File: src/rtl/clk_divider_pkg.sv
`timescale 1ns/100ps
// ---------------------------------------------------------------------------
// clk_divider_pkg
//   Shared clock-rate constants for the derived clocks, so game, display and
//   VGA logic can reference the same rates the divider is built with.
//   Also provides the counter-width helper used by every divider stage.
// ---------------------------------------------------------------------------
package clk_divider_pkg;

    localparam int unsigned MASTER_HZ            = 100_000_000;

    // Master cycles per half-period of each derived clock.
    localparam int unsigned ONE_HZ_HALF_DEFAULT  = 50_000_000;  // 1 Hz
    localparam int unsigned DISPLAY_HALF_DEFAULT = 100_000;     // 500 Hz
    localparam int unsigned FALL_HALF_DEFAULT    = 5_000_000;   // 10 Hz
    localparam int unsigned PIXEL_HALF_DEFAULT   = 2;           // 25 MHz

    // Counter width for a stage that counts 0 .. half-1; never below 1 bit.
    function automatic int unsigned cnt_width(input int unsigned half);
        if (half < 2) begin
            return 1;
        end
        return $clog2(half);
    endfunction

endpackage : clk_divider_pkg

File: src/rtl/clk_divider_toggle.sv
`timescale 1ns/100ps
// ---------------------------------------------------------------------------
// clk_toggle_div
//   One counter-and-toggle divider stage. clk_out is a 50% duty square wave
//   of period 2*HALF master cycles, driven straight from a flop.
//
//   Parameters:
//     HALF        master cycles per half-period (>= 1)
//   Ports:
//     master_clk  in   master clock, rising-edge logic
//     rst         in   asynchronous active-high reset (counter and output 0)
//     clk_out     out  divided square wave
// ---------------------------------------------------------------------------
module clk_toggle_div
    import clk_divider_pkg::*;
#(
    parameter int unsigned HALF = 2
) (
    input  logic master_clk,
    input  logic rst,
    output logic clk_out
);

    localparam int unsigned W = cnt_width(HALF);
    localparam logic [W-1:0] TERM = W'(HALF - 1);

    logic [W-1:0] cnt_q;
    logic [W-1:0] cnt_d;
    logic         clk_q;
    logic         clk_d;

    always_comb begin
        cnt_d = cnt_q + W'(1);
        clk_d = clk_q;
        if (cnt_q == TERM) begin
            cnt_d = '0;
            clk_d = ~clk_q;
        end
    end

    always_ff @(posedge master_clk or posedge rst) begin
        if (rst) begin
            cnt_q <= '0;
            clk_q <= 1'b0;
        end else begin
            cnt_q <= cnt_d;
            clk_q <= clk_d;
        end
    end

    assign clk_out = clk_q;

endmodule : clk_toggle_div

File: src/rtl/clk_divider.sv
`timescale 1ns/100ps
// ---------------------------------------------------------------------------
// clk_divider
//   Produces four free-running 50% duty derived clocks from the master clock.
//   Each output comes from its own independent toggle stage; outputs may
//   toggle on the same edge with no interaction between them.
//
//   Parameters (master cycles per half-period):
//     ONE_HZ_HALF, DISPLAY_HALF, FALL_HALF, PIXEL_HALF
//   Ports:
//     master_clk   in   master clock (100 MHz), rising-edge logic
//     rst          in   asynchronous active-high reset
//     one_hz_clk   out  1 Hz timer square wave
//     display_clk  out  7-segment scan square wave
//     fall_clk     out  block-fall game square wave
//     pixel_clk    out  VGA pixel square wave
// ---------------------------------------------------------------------------
module clk_divider
    import clk_divider_pkg::*;
#(
    parameter int unsigned ONE_HZ_HALF  = ONE_HZ_HALF_DEFAULT,
    parameter int unsigned DISPLAY_HALF = DISPLAY_HALF_DEFAULT,
    parameter int unsigned FALL_HALF    = FALL_HALF_DEFAULT,
    parameter int unsigned PIXEL_HALF   = PIXEL_HALF_DEFAULT
) (
    input  logic master_clk,
    input  logic rst,
    output logic one_hz_clk,
    output logic display_clk,
    output logic fall_clk,
    output logic pixel_clk
);

    clk_toggle_div #(.HALF(ONE_HZ_HALF)) u_one_hz (
        .master_clk (master_clk),
        .rst        (rst),
        .clk_out    (one_hz_clk)
    );

    clk_toggle_div #(.HALF(DISPLAY_HALF)) u_display (
        .master_clk (master_clk),
        .rst        (rst),
        .clk_out    (display_clk)
    );

    clk_toggle_div #(.HALF(FALL_HALF)) u_fall (
        .master_clk (master_clk),
        .rst        (rst),
        .clk_out    (fall_clk)
    );

    clk_toggle_div #(.HALF(PIXEL_HALF)) u_pixel (
        .master_clk (master_clk),
        .rst        (rst),
        .clk_out    (pixel_clk)
    );

endmodule : clk_divider

File: config.mk
export PLATFORM = sky130hd
export DESIGN_NAME = clk_divider
export DESIGN_NICKNAME = d
export VERILOG_FILES = /design/src/rtl/clk_divider_pkg.sv /design/src/rtl/clk_divider_toggle.sv /design/src/rtl/clk_divider.sv
export SDC_FILE = /design/constraint.sdc
export NUM_CORES = 1
export LEC_CHECK = 0
export CAP_MARGIN = 15
export CORE_ASPECT_RATIO = 1.2
export CORE_MARGIN = 2
export CORE_UTILIZATION = 35
export CTS_BUF_LIST = sky130_fd_sc_hd__clkbuf_8 sky130_fd_sc_hd__clkbuf_16
export CTS_CLUSTER_DIAMETER = 30
export CTS_CLUSTER_SIZE = 16
export DETAILED_ROUTE_END_ITERATION = 6
export SLEW_MARGIN = 20
export SYNTH_ARGS = -nofsm -noshare
export SYNTH_HDL_FRONTEND = slang
export SYNTH_HIERARCHICAL = 1
export SYNTH_SLANG_ARGS = --single-unit
File: constraint.sdc
create_clock -name master_clk -period 2.65 [get_ports master_clk]
set_clock_uncertainty 0.2 [all_clocks]
set_input_delay 0.53 -clock master_clk [delete_from_list [all_inputs] [get_ports master_clk]]
set_output_delay 0.53 -clock master_clk [all_outputs]
set_load 0.01 [all_outputs]
run_1/pdn.png
Scale bar: 20 um. Pins as bars on the die edge. Tap cells in gray.
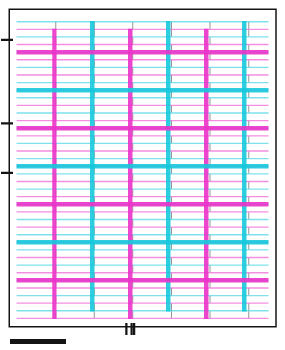
[VSS] magenta
[VDD] cyan
met5 straps: 7
signal pins: 6
rows: 39
met4 straps: 6
peak ir drop on the vdd network: 441 uV
width of the die: 94.8 um
placeable core region: 9560 um2
die boundary height: 113 um

run_1/cell_classes.png
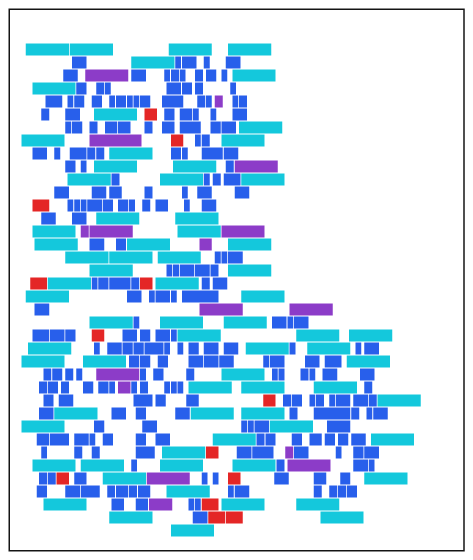
[all other logic] blue | cells: 252
[other buffers and delay cells] red | cells: 13
[clock drivers and dummy loads] purple | cells: 16
[flops] cyan | cells: 71

run_1/clock_map.png
Scale bar: 20 um.
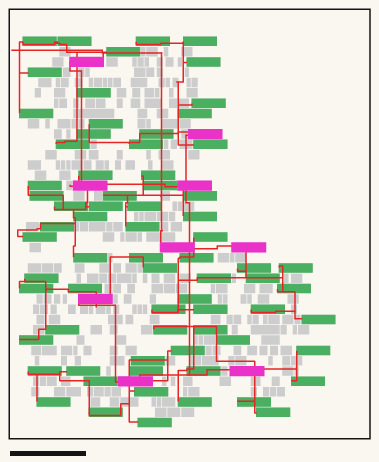
[flip-flops] green | count: 71
[cells driving clock nets] magenta | count: 9
[clock wires] red | length: 976 um
routed clock nets: 10
Power Clock: 1.20 mW
clock network fraction of total power: 0.519
worst skew pair latency: 330 ps

==> ci_impl_report.md, run 1 <==
## Synthesis and layout report

| Metric | Value |
|---|---|
| TritonCTS clock tree | done |
| Starting density of the core | 0.362 |
| Setup repair after global routing missed its margin | no |
| Capture point of the critical path | u_fall/cnt_q[22] |
| Maximum Capacitance Violations | 0 |
| Ports placed on the boundary | 6 |
| WL per Instance | 13.5 um |
| Share of the yosys chip area belonging to registers | 0.513 |
| Async SR Flop Fraction | 1.00 |
| Biggest registers after layout | u_one_hz/cnt_q: 26 flops, u_fall/cnt_q: 23 flops, u_display/cnt_q: 17 flops |
| Crit path launch | u_fall/cnt_q[0] |
| Post-synthesis instance area | 3460 um2 |
| Yosys chip area | 3460 um2 |
| Combinational Power Share | 0.011 |
| Min cycle time layout | 2420 ps |
| CTS Root Cell | clkbuf_16 |
| Worst reg2reg path depth | 5 |
| Vias in the first global route | 2447 |
| Total count of hold-check failures in the final report | 0 |
| Slew Viols, Final | 0 |
| Share of final-layout standard cells stronger than drive strength 1 | 0.114 |
| Cell internal pwr | 1.84 mW |
| H-tree depth reported by CTS | 3 |
| Tally of filler cells in the layout | 982 |
| Kind of launch point of the worst setup path | register |
| CTS Sinks | 71 |
| Post-route antenna net violation count | 0 |
| Worst EP required | 2700 ps |
| Cells after Synth | 333 |
| Power Density | 580 nW/um2 |
| Number of nets at floorplan | 338 |
| Total routing resource utilization after global routing | 0.139 |
| Bufs on Longest Clock Path | 2 |
| Synth Warn # | 6 |
| Max reg flops | 26 |
| Final tally of setup violations | 0 |
| Startpoint of the most critical register-to-register path | u_fall/cnt_q[0] |
| Logic area | 1600 um2 |
| Pre-CTS setup slack | 270 ps |
| Smallest setup slack after layout | 232 ps |
| Upper clock frequency limit | 414 MHz |
| Switching Power | 0.473 mW |
| Type of the tightest min-delay check | in -> async |
| Biggest register | u_one_hz/cnt_q |
| First-pass GRT wire length | 11.7 mm |
| Post-synth tally of flip-flops with integrated enable | 0 |
| Post-cts repair resize count | 0 |
| Synth unique cells | 42 |
| Number of I/O port buffers | 5 |
| Final weighted congestion in routability-driven placement | 0.785 |
| Area used by sequential logic in the layout | 1780 um2 |
| Run status | completed |
| Arrival time of data at the critical path endpoint | 2470 ps |
| Die area | 10700 um2 |
| Final layout net count | 352 |
| Via count | 2473 |
| Average vias per placed instance | 5.21 |
| Row count | 39 |
| Post-CTS Hold Fix Bufs | 0 |
| Log Warnings | 26 |
| Iteration-0 DRC count of the detailed router | 87 |
| Registers, synthesis | 71 |
| Proportion of power drawn by flip-flops and latches | 0.470 |
| DRT Pass-1 Iters | 4 |
| Crit path kind | reg -> reg |
| Synth-to-layout area growth | 14.9% |
| GRT overflow | 0 |
| Total Wirelength | 6.42 mm |
| Reg-to-reg critical path endpoint | u_fall/cnt_q[22] |
| Number of remaining DRC errors | 0 |
| Setup TNS | 0 ps |
| Maximum fanout along the worst path | 9 |
| Proportion of netlist area held by the largest area contributor | 0.513 |
| Largest net degree at the start of global routing | 28 |
| Setup slack of the worst register-to-register path | 230 ps |
| Least-Margin Pin Slew | 681 ps |
| Synthesized area per cell | 10.4 um2 |
| Leakage power of the design | 1.72 nW |
| Final cycle utilization of the critical path | 0.912 |
| CP endpoint kind | register |
| Antenna violations before repair | 0 |
| Yosys top cell by area | dfrtp_1 |
| Net switching share of the total power | 0.205 |
| CTS buffer count | 9 |
| Slew headroom | 0.546 |
| Total setup buffers inserted after CTS | 0 |
| Main area contributors | dfrtp_1 (51%), xnor2_1 (6.6%), xor2_1 (5.3%), nand4_1 (3.8%), nor2_1 (3.6%) |
| Diode count | 0 |
| Yosys cell count | 333 |
| Detailed Place HPWL | 4.31 mm |
| Most common reg cell | dfrtp_1 |
| Clock edge transition at the registers on the reported setup and hold paths | 60 ps |
-- run 1: through the flow --
stage / hold WS (ps) / area, um2 / instances / total power, mW / util
2_1_floorplan: 71.2 / 3460 / 333 / 1.12 / -
3_3_place_gp: 224 / 3680 / 459 / 1.13 / 0.385
3_5_place_dp: 234 / 3680 / 459 / 1.13 / 0.385
4_1_cts: 225 / 3980 / 475 / 2.35 / 0.416
5_1_grt: 263 / 3980 / 475 / 2.39 / 0.416
6_report: 231 / 3980 / 475 / 2.31 / 0.416
-- run 1: power groups by stage --
stage / Sequential (mW) / Combinational (mW) / Clock (mW)
after floorplan: 1.10 / 0.0163 / 0
after global placement: 1.10 / 0.0272 / 0
after detailed placement: 1.10 / 0.0275 / 0
after CTS: 1.08 / 0.0278 / 1.24
after global routing: 1.08 / 0.0309 / 1.27
final: 1.08 / 0.0254 / 1.20
-- run 1: final cells by class --
type                    count  share of cell area
clock buffers              10              0.0600
clock inverters             6              0.0151
multi-input cells         241               0.402
flip-flops and latches     71               0.446
inverters                  11              0.0104
repair buffers             13              0.0277
well taps                 123              0.0387
-- run 1: cells in the final DEF, fill, tap and decap left out, types with 8 or more instances in the layout --
| cell | Yosys | final |
|---|---|---|
| nand3_1 | 20 | 20 |
| buf_4 | 0 | 8 |
| xnor2_1 | 26 | 26 |
| inv_1 | 11 | 11 |
| nand4_1 | 21 | 21 |
| clkbuf_16 | 0 | 9 |
| dfrtp_1 | 71 | 71 |
| nor2_1 | 33 | 33 |
| nand2_1 | 24 | 24 |
| a21oi_1 | 11 | 11 |
| and4_1 | 9 | 9 |
| o21ai_0 | 10 | 10 |
| nor4_1 | 11 | 10 |
| xor2_1 | 21 | 21 |
-- run 1: per-layer routing --
| metal | track usage | wire (um) | vias up | part of all wire |
|---|---|---|---|---|
| li1 | - | - | 1227 | - |
| met1 | 0.188 | 3100 | 1216 | 0.48 |
| met2 | 0.206 | 3010 | 22 | 0.47 |
| met3 | 0.0393 | 164 | 8 | 0.026 |
| met4 | 0.0638 | 141 | 0 | 0.022 |
| met5 | 0 | 0 | - | 0 |
-- run 1: cells in the mapped netlist (all sizes together), types with 2 or more instances --
| cell type | instances |
|---|---|
| clkbuf | 3 |
| nor2b | 2 |
| nand4b | 2 |
| or4 | 9 |
| inv | 11 |
| xor2 | 21 |
| nand4 | 23 |
| dfrtp | 71 |
| a21oi | 13 |
| nor2 | 33 |
| and3 | 3 |
| nand3b | 2 |
| or3 | 7 |
| o21ai | 10 |
| nand3 | 20 |
| buf | 7 |
| or4b | 3 |
| nor4 | 12 |
| xnor2 | 26 |
| ha | 3 |
| and4 | 10 |
| and2 | 4 |
| o31ai | 5 |
| nand2 | 24 |
| nor3 | 3 |
-- run 1: cells by family (layout without fill, tap and decap cells) --
family                     count (synthesis)  in the layout  synth area share
buffers and inverters                     21             40            0.0274
DFF                                       71             71             0.513
adders and majority gates                  3              3            0.0108
AOI/OAI and AO/OA                         32             32            0.0571
xor gates and xnor gates                  47             47             0.119
and+or+nand+nor                          159            159             0.273
-- run 1: critical path, stage by stage, from the launching register on --
cell and delay, ps:
dfrtp_1 400, ha_1 270, inv_1 70, or4_1 690, or4_1 530, a21oi_1 180
run_1/metal_stack.png
Scale bar: 20 um. Two of the layers only.
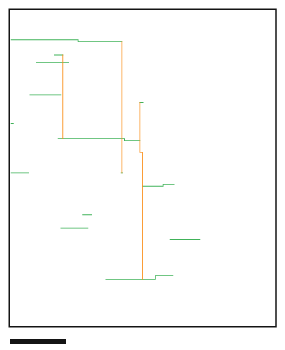

==> run 2: changes to the inputs <==
--- a/config.mk
+++ b/config.mk
@@ -5,6 +5,7 @@
 export SDC_FILE = /design/constraint.sdc
 export NUM_CORES = 1
 export LEC_CHECK = 0
+export ABC_CLOCK_PERIOD_IN_PS = 2650
 export CAP_MARGIN = 15
 export CORE_ASPECT_RATIO = 1.2
 export CORE_MARGIN = 2
@@ -13,6 +14,8 @@
 export CTS_CLUSTER_DIAMETER = 30
 export CTS_CLUSTER_SIZE = 16
 export DETAILED_ROUTE_END_ITERATION = 6
+export RECOVER_POWER = 50
+export REMOVE_ABC_BUFFERS = 1
 export SLEW_MARGIN = 20
 export SYNTH_ARGS = -nofsm -noshare
 export SYNTH_HDL_FRONTEND = slang
run_2/metal_stack.png
Scale bar: 20 um. Two of the layers only.
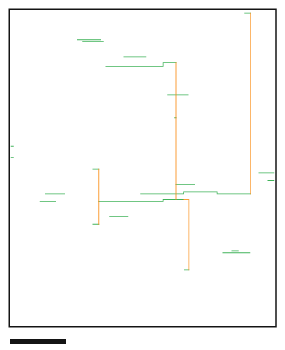
[met3] green | wire length: 183 um
[met4] orange | wire length: 160 um
Total Wirelength: 6.45 mm
total routing resource utilization after global routing: 0.136
via count: 2496
WL per Instance: 13.5 um

run_2/clock_map.png
Scale bar: 20 um.
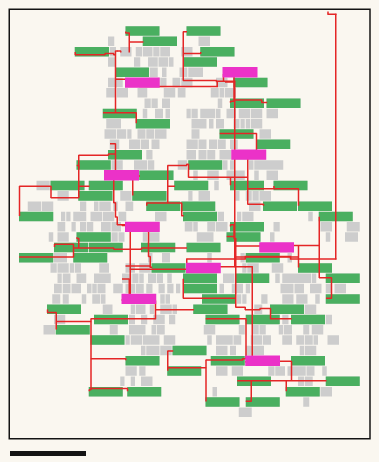
[clock wires] red | length: 987 um
[flip-flops] green | count: 71
[cells driving clock nets] magenta | count: 9
routed clock nets: 10
flops lie: all over the die
clock network fraction of total power: 0.511
Power Clock: 1.16 mW

==> run 2 against run 1 <==
Compared with the run above:
- global-route usage fell by 0.33 points
- setup slack gained 60 ps
- first-iteration DRC count shrank 22%
- die size stayed put
- combinational power fell by 7%
- fmax increased by 2.5%
- flip-flop count is the same
==> ci_impl_report.md, run 2 <==
## Synthesis and layout report

| Metric | Value |
|---|---|
| Upper clock frequency limit | 424 MHz |
| Commonest cells in the netlist | dfrtp_1 (71), nor2_1 (33), xnor2_1 (26) |
| Antenna violations before repair | 0 |
| Biggest registers after layout | u_one_hz/cnt_q: 26 flops, u_fall/cnt_q: 23 flops, u_display/cnt_q: 17 flops |
| Most common cell in the synthesized netlist | dfrtp_1 |
| Synthesized area per cell | 10.4 um2 |
| Final core utilization | 0.416 |
| Synth Warn # | 6 |
| Post-synthesis instance area | 3460 um2 |
| Share of final-layout standard cells stronger than drive strength 1 | 0.113 |
| Proportion of netlist area held by the largest area contributor | 0.513 |
| Most frequent standard cell in the layout excluding fill and tap cells | dfrtp_1 |
| Worst EP required | 2710 ps |
| Starting density of the core | 0.362 |
| Routed length on met3 | 183 um |
| Post-cts repair resize count | 0 |
| Synth unique cells | 42 |
| CTS buffer count | 9 |
| Area of all placed cells without fillers | 3980 um2 |
| Dominant delay contributor by cell family on the critical path | simple AND/OR/NAND/NOR gates |
| Post-route antenna net violation count | 0 |
| Tally of filler cells in the layout | 965 |
| Setup repair after global routing missed its margin | no |
| Max reg flops | 26 |
| Yosys chip area | 3460 um2 |
| Uppermost routed layer | met4 |
| Share of the yosys chip area belonging to registers | 0.513 |
| Die boundary height | 113 um |
| Worst reg2reg path depth | 5 |
| CTS Root Cell | clkbuf_16 |
| Total count of hold-check failures in the final report | 0 |
| Setup TNS | 0 ps |
| Final weighted congestion in routability-driven placement | 0.753 |
| Length of routed met2 wiring | 2.95 mm |
| Smallest setup slack after layout | 292 ps |
| Average vias per placed instance | 5.24 |
| H-tree depth reported by CTS | 3 |
| Worst skew pair latency | 330 ps |
| TritonCTS clock tree | done |
| Most common reg cell | dfrtp_1 |
| First-pass GRT wire length | 11.5 mm |
| Post-synth tally of flip-flops with integrated enable | 0 |
| Main area contributors | dfrtp_1 (51%), xnor2_1 (6.6%), xor2_1 (5.3%), nand4_1 (3.8%), nor2_1 (3.6%) |
| Least-Margin Pin Slew | 1280 ps |
| CTS Sinks | 71 |
| Peak ir drop on the vdd network | 275 uV |
| Pre-CTS setup slack | 311 ps |
| Ports placed on the boundary | 6 |
| Crit path kind | reg -> reg |
| Maximum Capacitance Violations | 0 |
| Largest net degree at the start of global routing | 28 |
| Placed instance count | 460 |
| Slew headroom | 0.148 |
| Kind of launch point of the worst setup path | register |
| Yosys top cell by area | dfrtp_1 |
| Run status | completed |
| Placeable core region | 9560 um2 |
| Total setup buffers inserted after CTS | 0 |
| Diode count | 0 |
| Min cycle time layout | 2360 ps |
| CP max stage cell | or4_1 |
| Routed metal-1 wirelength | 3.16 mm |
| Die area | 10700 um2 |
| Post-layout instance count excluding filler cells | 476 |
| Maximum fanout along the worst path | 9 |
| Post-CTS Hold Fix Bufs | 0 |
| Async SR Flop Fraction | 1.00 |
| Sum of buffers and inverters on the critical path | 1 |
| Registers, synthesis | 71 |
| Vias in the first global route | 2509 |
| Biggest register | u_one_hz/cnt_q |
| Yosys cell count | 333 |
| Power Density | 570 nW/um2 |
| Cells after Synth | 333 |
| Final layout net count | 353 |
| Number of remaining DRC errors | 0 |
| Log Warnings | 25 |
| Critical-path cell list | ha_1, inv_1, or4_1, or4b_1, a21oi_1 |
| Width of the die | 94.8 um |
| GRT overflow | 0 |
| Number of instances on the worst hold path | 1 |
| Biggest cell delay along the critical path | 690 ps |
| Number of I/O port buffers | 5 |
| Synth-to-layout area growth | 14.7% |
| Clock edge transition at the registers on the reported setup and hold paths | 60 ps |
| Type of the tightest min-delay check | reg -> reg |
| Final tally of setup violations | 0 |
| CP endpoint kind | register |
| Highest-count cells in the layout ignoring fill and taps | dfrtp_1 (71), nor2_1 (33), xnor2_1 (26) |
| Bufs on Longest Clock Path | 2 |
| Placed Instance Area | 3690 um2 |
| Slew Viols, Final | 0 |
| Number of logic stages on the critical path including buffering | 5 |
| Worst hold slack | 237 ps |
| Overall power after layout | 2.27 mW |
| Arrival time of data at the critical path endpoint | 2410 ps |
| Detailed Place HPWL | 4.32 mm |
| Leakage power of the design | 1.71 nW |
| Row count | 39 |
| DRT Pass-1 Iters | 4 |
| Final cycle utilization of the critical path | 0.890 |
| Iteration-0 DRC count of the detailed router | 68 |
[run 2: cell counts after synthesis]
Identical to the previous run, type by type.
[run 2: worst paths after layout]
kind | from | end | slack, ps
setup / recovery | u_fall/cnt_q[0] | u_fall/cnt_q[18] | 290
hold / removal | u_pixel/cnt_q | u_pixel/cnt_q | 240
setup reg to reg | u_fall/cnt_q[0] | u_fall/cnt_q[18] | 290
hold reg to reg | u_pixel/cnt_q | u_pixel/cnt_q | 240
max in group asynchronous | rst | u_fall/cnt_q[15] | 540
min in group asynchronous | rst | u_pixel/cnt_q | 370
[run 2: cells by family after synthesis]
family | share of synthesized area
compound gates | 0.0571
xor+xnor | 0.119
fa+ha+maj | 0.0108
buf+inv | 0.0274
flops | 0.513
simple gates | 0.273
[run 2: area by class of cell]
class,count,area (um2),share of cell area
clock buffer,11,253,0.0636
timing repair buffer,14,111,0.0280
tap,123,154,0.0387
multi-input combinational,241,1600,0.402
inverter,11,41.3,0.0104
clock inverter,5,40.0,0.0101
sequential,71,1780,0.447
[run 2: where the power goes]
group	switching [mW]	total, mW	internal [mW]
Clock	0.468	1.16	0.690
Combinational	0.0215	0.0237	0.00218
Sequential	0	1.08	1.08
Total	0.490	2.27	1.78
[run 2: routing by layer]
layer	vias to the layer above	global-route usage
met3	11	0.0320
met5	-	0
met4	0	0.0744
met2	34	0.202
met1	1220	0.181
li1	1231	-
Power is estimated from default activity; no workload was simulated.
